<file path="src/rtl/des_key_pkg.sv">
// ============================================================================
// des_key_pkg : DES key-schedule tables, FSM state type, PC-1/PC-2 helpers
// Revision    : 1.0
// ============================================================================
`default_nettype none

package des_key_pkg;

   localparam int NUM_ROUNDS = 16;
   localparam int HALF_W     = 28;
   localparam int SUBKEY_W   = 48;
   localparam int KEY_W      = 64;

   localparam logic ROT_LEFT  = 1'b0;
   localparam logic ROT_RIGHT = 1'b1;

   // Table entries are 1-based DES bit numbers (bit 1 = MSB).
   localparam logic [5:0] PC1 [56] = '{
      6'd57, 6'd49, 6'd41, 6'd33, 6'd25, 6'd17, 6'd9,  6'd1,
      6'd58, 6'd50, 6'd42, 6'd34, 6'd26, 6'd18, 6'd10, 6'd2,
      6'd59, 6'd51, 6'd43, 6'd35, 6'd27, 6'd19, 6'd11, 6'd3,
      6'd60, 6'd52, 6'd44, 6'd36, 6'd63, 6'd55, 6'd47, 6'd39,
      6'd31, 6'd23, 6'd15, 6'd7,  6'd62, 6'd54, 6'd46, 6'd38,
      6'd30, 6'd22, 6'd14, 6'd6,  6'd61, 6'd53, 6'd45, 6'd37,
      6'd29, 6'd21, 6'd13, 6'd5,  6'd28, 6'd20, 6'd12, 6'd4
   };

   localparam logic [5:0] PC2 [48] = '{
      6'd14, 6'd17, 6'd11, 6'd24, 6'd1,  6'd5,  6'd3,  6'd28,
      6'd15, 6'd6,  6'd21, 6'd10, 6'd23, 6'd19, 6'd12, 6'd4,
      6'd26, 6'd8,  6'd16, 6'd7,  6'd27, 6'd20, 6'd13, 6'd2,
      6'd41, 6'd52, 6'd31, 6'd37, 6'd47, 6'd55, 6'd30, 6'd40,
      6'd51, 6'd45, 6'd33, 6'd48, 6'd44, 6'd49, 6'd39, 6'd56,
      6'd34, 6'd53, 6'd46, 6'd42, 6'd50, 6'd36, 6'd29, 6'd32
   };

   // SHIFTS[0] holds the shift for round 1.
   localparam logic [1:0] SHIFTS [16] = '{
      2'd1, 2'd1, 2'd2, 2'd2, 2'd2, 2'd2, 2'd2, 2'd2,
      2'd1, 2'd2, 2'd2, 2'd2, 2'd2, 2'd2, 2'd2, 2'd1
   };

   typedef enum logic [1:0] {
      IDLE = 2'd0,
      EMIT = 2'd1,
      DONE = 2'd2
   } state_t;

   function automatic logic [0:55] pc1(input logic [0:KEY_W-1] key);
      logic [0:55] r;
      r = '0;
      for (int i = 0; i < 56; i++) begin
         r[i] = key[PC1[i] - 6'd1];
      end
      return r;
   endfunction

   function automatic logic [0:SUBKEY_W-1] pc2(input logic [0:2*HALF_W-1] cd);
      logic [0:SUBKEY_W-1] r;
      r = '0;
      for (int i = 0; i < SUBKEY_W; i++) begin
         r[i] = cd[PC2[i] - 6'd1];
      end
      return r;
   endfunction

endpackage

`default_nettype wire

</file>
<file path="src/rtl/des_half_rotate.sv">
// ============================================================================
// des_half_rotate : 28-bit combinational rotator, left/right by 1 or 2
// Revision        : 1.0
// ============================================================================
`default_nettype none

module des_half_rotate
   import des_key_pkg::*;
(
   input  logic              i_dir,
   input  logic              i_amt2,
   input  logic [0:HALF_W-1] i_half,
   output logic [0:HALF_W-1] o_half
);

   // Index 0 is the MSB, so "left" moves bits toward index 0.
   always_comb begin
      o_half = i_half;
      case ({i_dir, i_amt2})
         {ROT_LEFT,  1'b0}: o_half = {i_half[1:HALF_W-1], i_half[0]};
         {ROT_LEFT,  1'b1}: o_half = {i_half[2:HALF_W-1], i_half[0:1]};
         {ROT_RIGHT, 1'b0}: o_half = {i_half[HALF_W-1], i_half[0:HALF_W-2]};
         {ROT_RIGHT, 1'b1}: o_half = {i_half[HALF_W-2:HALF_W-1], i_half[0:HALF_W-3]};
         default:           o_half = i_half;
      endcase
   end

endmodule

`default_nettype wire

</file>
<file path="src/rtl/des_key_schedule_iter.sv">
// ============================================================================
// des_key_schedule_iter : iterative DES subkey generator, one subkey per handshake
// Revision              : 1.0
// ============================================================================
`default_nettype none

module des_key_schedule_iter
   import des_key_pkg::*;
#(
   parameter bit DECRYPT = 1'b1
) (
   input  logic                clk,
   input  logic                rst_n,
   input  logic                start,
   input  logic [0:KEY_W-1]    key_in,
   output logic                busy,
   output logic [0:SUBKEY_W-1] subkey,
   output logic                subkey_valid,
   input  logic                subkey_ready,
   output logic [3:0]          subkey_round,
   output logic                done
);

   localparam logic c_dir = DECRYPT ? ROT_RIGHT : ROT_LEFT;

   state_t            r_state;
   logic [0:HALF_W-1] r_c;
   logic [0:HALF_W-1] r_d;
   logic [3:0]        r_count;
   logic              r_busy;
   logic              r_valid;
   logic              r_done;

   logic [0:2*HALF_W-1] w_pc1;
   logic [0:HALF_W-1]   w_c_load;
   logic [0:HALF_W-1]   w_d_load;
   logic [0:HALF_W-1]   w_c_rot;
   logic [0:HALF_W-1]   w_d_rot;
   logic [3:0]          w_shift_idx;
   logic                w_amt2;
   logic                w_accept;

   assign w_pc1 = pc1(key_in);

   // Decrypt starts at C16/D16 which equals C0/D0; encrypt starts at C1/D1.
   assign w_c_load = DECRYPT ? w_pc1[0:HALF_W-1]
                             : {w_pc1[1:HALF_W-1], w_pc1[0]};
   assign w_d_load = DECRYPT ? w_pc1[HALF_W:2*HALF_W-1]
                             : {w_pc1[HALF_W+1:2*HALF_W-1], w_pc1[HALF_W]};

   assign w_shift_idx = DECRYPT ? (4'd15 - r_count) : (r_count + 4'd1);
   assign w_amt2      = (SHIFTS[w_shift_idx] == 2'd2);
   assign w_accept    = r_valid && subkey_ready;

   des_half_rotate u_rot_c (
      .i_dir  (c_dir),
      .i_amt2 (w_amt2),
      .i_half (r_c),
      .o_half (w_c_rot)
   );

   des_half_rotate u_rot_d (
      .i_dir  (c_dir),
      .i_amt2 (w_amt2),
      .i_half (r_d),
      .o_half (w_d_rot)
   );

   always_ff @(posedge clk) begin
      if (!rst_n) begin
         r_state <= IDLE;
         r_c     <= '0;
         r_d     <= '0;
         r_count <= '0;
         r_busy  <= 1'b0;
         r_valid <= 1'b0;
         r_done  <= 1'b0;
      end else begin
         case (r_state)
            IDLE: begin
               r_done <= 1'b0;
               if (start) begin
                  r_c     <= w_c_load;
                  r_d     <= w_d_load;
                  r_count <= '0;
                  r_busy  <= 1'b1;
                  r_valid <= 1'b1;
                  r_state <= EMIT;
               end
            end
            EMIT: begin
               if (w_accept) begin
                  if (r_count == 4'd15) begin
                     r_state <= DONE;
                     r_busy  <= 1'b0;
                     r_valid <= 1'b0;
                     r_done  <= 1'b1;
                     // Final right shift by SHIFTS[round 1] returns C/D to PC-1(key).
                     if (DECRYPT) begin
                        r_c <= w_c_rot;
                        r_d <= w_d_rot;
                     end
                  end else begin
                     r_count <= r_count + 4'd1;
                     r_c     <= w_c_rot;
                     r_d     <= w_d_rot;
                  end
               end
            end
            DONE: begin
               r_done  <= 1'b0;
               r_state <= IDLE;
            end
            default: begin
               r_state <= IDLE;
            end
         endcase
      end
   end

   assign busy         = r_busy;
   assign subkey_valid = r_valid;
   assign done         = r_done;
   assign subkey       = pc2({r_c, r_d});
   assign subkey_round = !r_valid ? 4'd0 : (DECRYPT ? (4'd15 - r_count) : r_count);

endmodule

`default_nettype wire

</file>
<file path="config.mk">
export PLATFORM = sky130hd
export DESIGN_NAME = des_key_schedule_iter
export DESIGN_NICKNAME = d
export VERILOG_FILES = /design/src/rtl/des_key_pkg.sv /design/src/rtl/des_half_rotate.sv /design/src/rtl/des_key_schedule_iter.sv
export SDC_FILE = /design/constraint.sdc
export NUM_CORES = 1
export LEC_CHECK = 0
export ABC_AREA = 1
export CORE_ASPECT_RATIO = 1.25
export CORE_MARGIN = 4
export CORE_UTILIZATION = 50
export CTS_CLUSTER_SIZE = 25
export DETAILED_ROUTE_END_ITERATION = 16
export PLACE_DENSITY = 0.77
export SYNTH_ARGS = -nofsm -noshare
export SYNTH_HDL_FRONTEND = slang
export SYNTH_HIERARCHICAL = 1
export SYNTH_SLANG_ARGS = --single-unit
</file>
<file path="constraint.sdc">
create_clock -name clk -period 2.4 [get_ports clk]
set_input_delay 0.48 -clock clk [delete_from_list [all_inputs] [get_ports clk]]
set_output_delay 0.48 -clock clk [all_outputs]
set_load 0.01 [all_outputs]
</file>
==> images/final_congestion.png <==
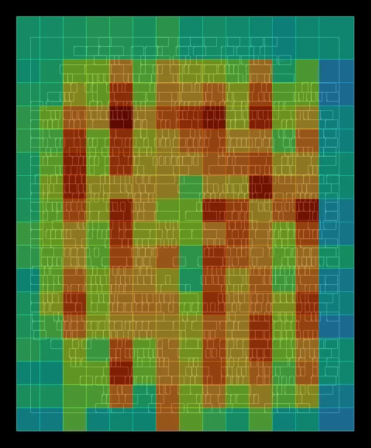
Core Util, Final: 61.59%
met2 Use GR: 43.57%
per-cell routed wire length: 13.92 um

==> images/cell_classes.png <==
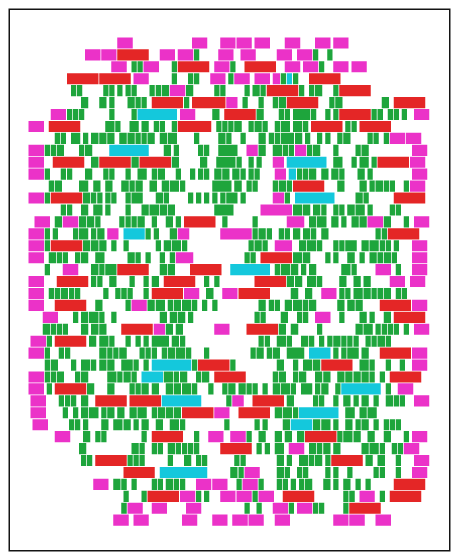
[all other logic] green | cells: 727
[clock drivers and dummy loads] cyan | cells: 16
[other buffers and delay cells] magenta | cells: 129
[flip-flops] red | cells: 64
flop share of the area: 20.42%
core area: 10210 um2
Cell Rows: 41
fin area: 6287 um2

==> images/wire_density.png <==
The bar under the picture is 20 um long. The die is cut into 20 by 25 equal tiles; dark blue is low, red is high, scaled to the fullest tile. Values are wire area over tile area, all layers added.
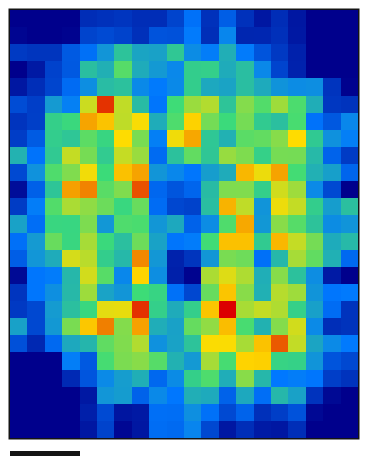
nearly empty tiles: 10%
tiles over half the peak: 28%
mean over tiles: 0.20
fullest tile: 0.56
GRT Util Overall: 23.61%
drt total wl: 14.83 mm
vias post-DR: 5880

==> results.py <==
# Metrics from the implementation run
metrics = {
    "status": {
        "status": "finished, final reports clean",
    },
    "floorplan": {
        "io_pins": 123,
        "dieHeight_um": 123.1,
        "fp_util_pct": 51.92,
        "dieArea_um2": 12320,
    },
    "global_routing": {
        "grt_max_degree": 60,
        "grt_pass1_vias": 5263,
        "grt_pass1_wl_mm": 24.17,
        "antenna_found_initial": 0,
        "overflow": 0,
    },
    "clocking": {
        "htreeDepth": 3,
        "cts-root-buf": "clkbuf_16",
        "clock_latency_ns": 0.33,
        "clock-sinks": 64,
        "cts_tree": "built",
        "cts_buffer_depth": 2,
        "ctsResizeCount": 0,
        "cts_buffers": 9,
        "post-cts-setup-buffers": 0,
    },
    "worst_setup_path": {
        "cp-start-kind": "register",
        "cp.arrival_ns": 2.39,
        "path_class": "register to register",
        "path_cells": "inv_1 -> ha_1 -> nor2_1 -> a21oi_1 -> o31ai_1 -> nand2_1 -> inv_2 -> inv_2 -> buf_4 -> nand3_1 -> nand4_1 -> nand2_1 -> nand2_1 -> o21ai_1 -> nor2_1",
        "cp_top_family": "buffers and inverters",
        "r2r-start": "r_count[0]",
        "crit_slowest_cell": "dfxtp_2",
        "reg2reg_slack_ns": 0.23,
        "r2r_cells": 15,
        "required_ns": 2.62,
        "crit_path_end_kind": "register",
        "regToRegEndpoint": "r_c[25]",
        "critPathBufInv": 4,
        "slowest_delay_ns": 0.38,
    },
    "logic_synthesis": {
        "ys_sh_mux_pct": 0,
        "top_cell_area_share_pct": 24.17,
        "synth_chip_area_um2": 5300,
        "top_cells_by_count": "nand2_1 (256), nand3_1 (158), nor2_1 (135)",
        "synth_flops": 64,
        "synth.cell_area_um2": 5300,
        "synth.most_common_cell": "nand2_1",
        "synthArstFlopShare_pct": 0,
        "area_leaders": "dfxtp_1 (24%), nand2_1 (18%), nand3_1 (15%), nor2_1 (9.6%), buf_4 (8.4%)",
        "yosysWarnings": 6,
        "avgSynthCellArea_um2": 5.882,
        "yosys_most_used_dff": "dfxtp_1",
        "xor_share_pct": 0,
        "synthCells": 901,
        "largest_area_cell": "dfxtp_1",
        "ys_sh_aoi_pct": 6.917,
        "edf_count": 0,
        "yosys.area_share.simple_pct": 50.35,
        "synthTopLogicFamily": "simple AND/OR/NAND/NOR gates",
    },
    "run": {
        "warnings": 37,
    },
    "timing": {
        "period_used_pct": 90.48,
        "min_period_ns": 2.172,
        "maxSlewHeadroom_pct": 56.48,
        "hold_ws_ns": 0.4469,
        "fin_ws_ns": 0.2285,
        "fin_skew_ns": 0.008745,
        "finalHoldViolCount": 0,
        "slew_viol_final": 0,
        "tightest_slew_ns": 0.6512,
        "fmax_ghz": 0.4605,
        "tns_ns": 0,
        "setup_violations": 0,
    },
    "pwr": {
        "pwr_density_cell_nw_per_um2": 656.4,
        "ir_worst_vdd_uv": 406.6,
        "power_uw": 4127,
    },
    "cells_and_area": {
        "final_cell_count_no_fill": 1065,
        "nets": 1003,
        "lay_top_count": "nand2_1",
        "drive_above_1_share_pct": 5.021,
        "synthToLayoutAreaGrowth_pct": 18.63,
        "nFillCells": 970,
        "lay_top_cells": "nand2_1 (256), nand3_1 (158), nor2_1 (135)",
        "antenna_cells": 0,
    },
    "placement": {
        "dpl.hpwl_mm": 9.716,
        "dpl.cell_count": 1049,
        "place_congestion": 0.8450,
        "dpl_worst_slack_ns": 0.1358,
        "io_buffer_count": 114,
    },
    "worst_hold_path": {
        "hold_path_class": "register to register",
        "min-delay-start": "done",
        "hold_path_depth": 2,
        "holdPathEnd": "done",
    },
    "route": {
        "drc_errors": 0,
        "drt_first_pass_iters": 6,
        "vias_per_cell": 5.521,
        "drt_iter0_drc": 390,
        "drtAntennaViolNets": 0,
    },
}
power breakdown:
group,switching (uW),internal (uW),leakage [uW]
logic,746,582,0.00204
registers,206,1190,0.000531
clock network,485,916,0.000159
total,1440,2690,0.00273
layout make-up:
cell class / instances / area (um2) / share of cell area (%)
sequential: 64 / 1284 / 20.42
inverter: 34 / 130.1 / 2.070
timing repair buffer: 129 / 1285 / 20.44
tap: 129 / 161.4 / 2.567
clock buffer: 14 / 284.0 / 4.517
multi-input combinational: 693 / 3108 / 49.43
clock inverter: 2 / 35.03 / 0.5572
worst max path at each step:
| stage | end | startpoint | slack (ns) | depth (start not counted) |
|---|---|---|---|---|
| after floorplan | r_c[12] | r_count[0] | 0.47 | 16 |
| after global placement | r_d[8] | r_count[0] | 0.18 | 15 |
| after detailed placement | r_d[8] | r_count[0] | 0.14 | 15 |
| after CTS | r_d[8] | r_count[0] | 0.13 | 15 |
| after global routing | r_c[1] | r_count[0] | 0.02 | 15 |
| final | r_c[25] | r_count[0] | 0.23 | 15 |
cell families after synthesis:
| group | after synthesis |
|---|---|
| adders and majority gates | 4 |
| DFF | 64 |
| AOI/OAI and AO/OA | 72 |
| other | 1 |
| and+or+nand+nor | 611 |
| buffers and inverters | 149 |
per-stage QoR:
step                utilization [%]  area [um2]
floorplan                         -        5319
global placement              58.30        5952
finish                        61.59        6287
global route                  61.59        6287
detailed placement            58.30        5952
CTS                           61.43        6271
flip-flops by register name (all words and copies together) (netlist names):
| signal | flops |
|---|---|
| done | 1 |
| r_c | 28 |
| r_count | 4 |
| r_d | 28 |
| r_state | 2 |
| subkey_valid | 1 |
routing by layer:
metal	part of all wire (%)	vias to the layer above	track usage (%)
met5	0	-	0
met4	1.7	0	8.509
met3	6.8	20	4.120
met2	52	221	43.57
met1	40	2667	27.13
li1	-	2972	-
Power and IR drop assume default switching activity.
